File: src/rtl/npu_pkg.sv
// Shared definitions for the NPU matrix-multiply datapath.
// Holds the default grid dimension and operand/accumulator widths used by the
// systolic array and its processing elements, plus the matching scalar types.
package npu_pkg;

    localparam int NPU_ARRAY_SIZE = 4;
    localparam int NPU_DATA_WIDTH = 8;
    localparam int NPU_ACC_WIDTH  = 32;

    typedef logic signed [NPU_DATA_WIDTH-1:0] operand_t;
    typedef logic signed [NPU_ACC_WIDTH-1:0]  acc_t;

endpackage

File: src/rtl/npu_pe.sv
// One processing element of the output-stationary systolic array.
// The activation and weight pass through one register stage each on their way
// to the right and downward neighbours, while the signed product of the
// incoming pair is accumulated locally.
//
// Ports:
//   clk, rst_n : rising-edge clock, asynchronous active-low reset
//   en         : 1 = shift operands and accumulate, 0 = hold everything
//   acc_clr    : load the current product instead of adding it
//   i_a, i_b   : incoming activation (from the left) and weight (from above)
//   o_a, o_b   : registered activation / weight for the neighbours
//   o_acc      : registered accumulator
module npu_pe
    import npu_pkg::*;
#(
    parameter int DATA_WIDTH = NPU_DATA_WIDTH,
    parameter int ACC_WIDTH  = NPU_ACC_WIDTH
) (
    input  logic                  clk,
    input  logic                  rst_n,
    input  logic                  en,
    input  logic                  acc_clr,
    input  logic [DATA_WIDTH-1:0] i_a,
    input  logic [DATA_WIDTH-1:0] i_b,
    output logic [DATA_WIDTH-1:0] o_a,
    output logic [DATA_WIDTH-1:0] o_b,
    output logic [ACC_WIDTH-1:0]  o_acc
);

    logic [DATA_WIDTH-1:0]          r_a;
    logic [DATA_WIDTH-1:0]          r_b;
    logic [ACC_WIDTH-1:0]           r_acc;
    logic signed [2*DATA_WIDTH-1:0] w_aExt;
    logic signed [2*DATA_WIDTH-1:0] w_bExt;
    logic signed [2*DATA_WIDTH-1:0] w_product;
    logic [ACC_WIDTH-1:0]           w_productExt;

    // Both operands are widened to the full product width first so the
    // multiply is exact; the low 2*DATA_WIDTH bits then hold the true signed
    // product, which is sign-extended to the accumulator width.
    assign w_aExt       = (2*DATA_WIDTH)'($signed(i_a));
    assign w_bExt       = (2*DATA_WIDTH)'($signed(i_b));
    assign w_product    = w_aExt * w_bExt;
    assign w_productExt = ACC_WIDTH'(w_product);

    // acc_clr loads rather than zeroes so a new tile can start on the very
    // cycle its first product arrives. The accumulator wraps naturally.
    always_ff @(posedge clk or negedge rst_n) begin
        if (!rst_n) begin
            r_a   <= '0;
            r_b   <= '0;
            r_acc <= '0;
        end else if (en) begin
            r_a   <= i_a;
            r_b   <= i_b;
            r_acc <= acc_clr ? w_productExt : (r_acc + w_productExt);
        end
    end

    assign o_a   = r_a;
    assign o_b   = r_b;
    assign o_acc = r_acc;

endmodule

File: src/rtl/npu_systolic_array.sv
// Output-stationary signed systolic array: an ARRAY_SIZE x ARRAY_SIZE grid of
// npu_pe instances. Activations enter on the left and move right one PE per
// cycle, weights enter on the top and move down one PE per cycle. Input skew
// and acc_clr alignment are the feeding controller's responsibility.
//
// Ports:
//   clk, rst_n : rising-edge clock, asynchronous active-low reset
//   en         : advance enable for the whole grid
//   acc_clr    : clear-and-load all accumulators with the current products
//   row_in[i]  : left-edge activation for row i
//   col_in[j]  : top-edge weight for column j
//   array_out  : array_out[i*N+j] is the accumulator of PE(i,j)
module npu_systolic_array
    import npu_pkg::*;
#(
    parameter int ARRAY_SIZE = NPU_ARRAY_SIZE,
    parameter int DATA_WIDTH = NPU_DATA_WIDTH,
    parameter int ACC_WIDTH  = NPU_ACC_WIDTH
) (
    input  logic                                            clk,
    input  logic                                            rst_n,
    input  logic                                            en,
    input  logic                                            acc_clr,
    input  logic [ARRAY_SIZE-1:0][DATA_WIDTH-1:0]           row_in,
    input  logic [ARRAY_SIZE-1:0][DATA_WIDTH-1:0]           col_in,
    output logic [ARRAY_SIZE*ARRAY_SIZE-1:0][ACC_WIDTH-1:0] array_out
);

    // w_aLink[i][j] is the activation entering PE(i,j); column ARRAY_SIZE is
    // the spill-out of the right edge. w_bLink is the same idea for weights,
    // with row ARRAY_SIZE being the spill-out of the bottom edge.
    logic [DATA_WIDTH-1:0] w_aLink [ARRAY_SIZE][ARRAY_SIZE+1];
    logic [DATA_WIDTH-1:0] w_bLink [ARRAY_SIZE+1][ARRAY_SIZE];

    for (genvar e = 0; e < ARRAY_SIZE; e++) begin : gEdge
        assign w_aLink[e][0] = row_in[e];
        assign w_bLink[0][e] = col_in[e];
    end

    for (genvar i = 0; i < ARRAY_SIZE; i++) begin : gRow
        for (genvar j = 0; j < ARRAY_SIZE; j++) begin : gCol
            npu_pe #(
                .DATA_WIDTH (DATA_WIDTH),
                .ACC_WIDTH  (ACC_WIDTH)
            ) uPe (
                .clk     (clk),
                .rst_n   (rst_n),
                .en      (en),
                .acc_clr (acc_clr),
                .i_a     (w_aLink[i][j]),
                .i_b     (w_bLink[i][j]),
                .o_a     (w_aLink[i][j+1]),
                .o_b     (w_bLink[i+1][j]),
                .o_acc   (array_out[i*ARRAY_SIZE+j])
            );
        end
    end

endmodule

File: config.mk
export PLATFORM = sky130hd
export DESIGN_NAME = npu_systolic_array
export DESIGN_NICKNAME = d
export VERILOG_FILES = /design/src/rtl/npu_pkg.sv /design/src/rtl/npu_pe.sv /design/src/rtl/npu_systolic_array.sv
export SDC_FILE = /design/constraint.sdc
export NUM_CORES = 2
export LEC_CHECK = 0
export ABC_CLOCK_PERIOD_IN_PS = 10750
export CORE_MARGIN = 1
export CORE_UTILIZATION = 55
export DETAILED_ROUTE_END_ITERATION = 12
export PLACE_DENSITY = 0.76
export SLEW_MARGIN = 20
export SYNTH_ARGS = -nofsm -noshare
export SYNTH_HDL_FRONTEND = slang
export SYNTH_SLANG_ARGS = --single-unit
export TNS_END_PERCENT = 1
File: constraint.sdc
create_clock -name clk -period 10.75 [get_ports clk]
set_input_delay 2.6875 -clock clk [delete_from_list [all_inputs] [get_ports clk]]
set_output_delay 2.6875 -clock clk [all_outputs]
set_load 0.05 [all_outputs]
Figure 1. Clock routing.
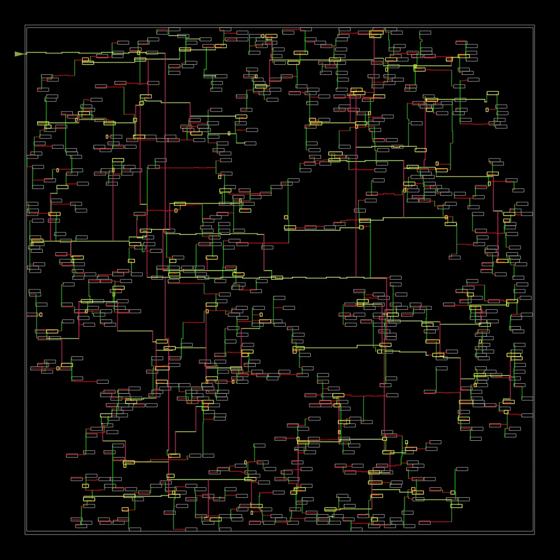
Layout clock buffers: 132
Num CTS Buffers: 95
CTS sink count: 704

Figure 2. Wiring heat map.
21 x 21 tiles, from white (low) to dark blue (high), scaled to the fullest tile. Values are wire area over tile area, all layers added.
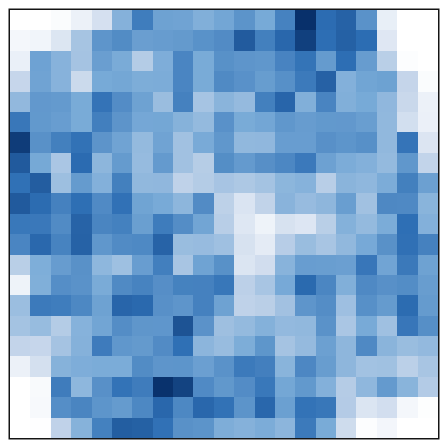
tiles over half the peak	55%
nearly empty tiles	3.6%
mean over tiles	0.26
fullest tile	0.53

==> flow_metrics.py <==
# Synthesis and PnR figures
metrics = {
    "synth": {
        "yosysWarnings": 0,
        "postSynthCellCount": 10600,
        "synth_chip_area_sq_um": 92800,
        "synthDistinctLibCells": 93,
        "edf_count": 0,
    },
    "min_path": {
        "holdPathStages": 1,
        "min_to": "gRow[2].gCol[2].uPe.o_acc[16]",
    },
    "routing": {
        "antenna_left": 0,
        "top_layer": "met4",
        "vias_per_cell": 5.86,
        "vias": 77900,
        "m1WireLength_um": 114000,
        "drt_drc_violations_left": 0,
        "route.met2.wl_um": 127000,
        "drtIter0Drc": 6088,
        "wl_um": 273000,
    },
    "setup_path": {
        "endpoint": "gRow[1].gCol[0].uPe.o_acc[31]",
        "ff2ff_path_depth": 29,
        "cp_slowest_cell": "fa_1",
        "critPathTopFamily": "AND-OR/OR-AND gates",
        "reg2reg_to": "gRow[1].gCol[1].uPe.o_acc[30]",
        "cp_num_buf_inv": 5,
        "rrSetupSlack_ns": 2.29,
        "crit_arrival_ns": 10.30,
    },
    "placement": {
        "place_area_sq_um": 101000,
        "place_hpwl_um": 213000,
    },
    "global_routing": {
        "gr-total-overflow": 0,
        "busiest_layer": "met2",
        "antenna_found_initial": 14,
    },
    "cells_and_area": {
        "register_area_sq_um": 17600,
        "final_cells": 13300,
        "logic_area_sq_um": 68600,
    },
    "die": {
        "die-area_sq_um": 170000,
        "die_w_um": 413,
    },
    "timing": {
        "hold_violations": 0,
        "grt_setup_unrepaired": "false",
        "post-route-min-period_ns": 9.66,
        "slew-limit-headroom_pct": 29.2,
        "holdWs_ns": 0.513,
    },
    "outcome": {
        "outcome": "finished, final reports clean",
    },
    "clock_tree": {
        "clock_latency_ns": 0.75,
    },
    "job": {
        "warning_count": 44,
    },
}
Figure 3. Pin map.
Scale bar: 100 um. Pins as bars across the die edge, other pins in grey.
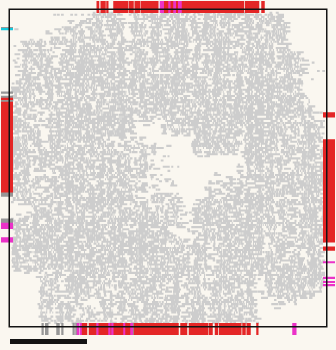
port	colour	pins	direction	edge
row_in	magenta	32	input	12 bottom, 8 left, 8 top, 4 right
array_out	red	512	output	163 bottom, 162 top, 103 right, 84 left
rst_n	cyan	1	input	left
all pins by edge	192 bottom, 170 top, 110 left, 108 right

Figure 4. A small window of the routed layout.
Scale bar: 5 um. Window x 196 to 216, y 279 to 299 um. Cells in grey, sequential cells in the stronger grey; small squares are vias.
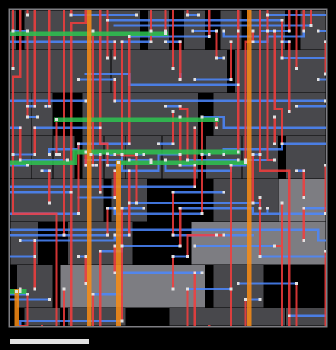
layer	colour
M2	red
M4	orange
M3	green
M1	blue
sequential cells in the window	2
most frequent	and2_1 (7), fa_1 (7)
netlist names of flops here include	gRow.gCol.uPe.o_a (2)
cells with their middle in the window	31

## cell usage in the layout, fill, tap and decap left out, types with 141 or more instances in the layout
cell             instances
inv_1                 1507
o21ai_0                327
a21oi_1                914
ha_1                   960
a21o_1                 261
and2_1                 723
fa_1                   896
nand3_1                141
nor2b_1                154
xor2_1                 175
dfrtp_1                704
xnor2_1                439
mux2_2                 244
clkdlybuf4s50_1        576
nand2_1                612
nor2_1                 776
## flip-flops by register name, indices dropped and copies added, names as in the netlist
register	cells
gRow.gCol.uPe.o_a	96
gRow.gCol.uPe.o_acc	512
gRow.gCol.uPe.o_b	96
## final cells by class
| type | instances | share of cell area, % |
|---|---|---|
| clock inverter | 43 | 0.441 |
| timing repair buffer | 637 | 6.08 |
| inverter | 1509 | 5.45 |
| multi-input combinational | 8057 | 65.8 |
| sequential | 704 | 16.9 |
| antenna | 10 | 0.0240 |
| tap | 2204 | 2.65 |
| clock buffer | 132 | 2.64 |
## cells by family (layout without fill, tap and decap cells)
family,after synthesis,after routing,synth area share [%]
AOI/OAI and AO/OA,2420,2420,16.6
xor gates and xnor gates,629,629,5.93
adders and majority gates,1856,1856,32.3
buffers and inverters,1806,2321,7.30
DFF,704,704,19.0
muxes,303,303,3.60
other,0,10,0
and+or+nand+nor,2849,2849,15.3
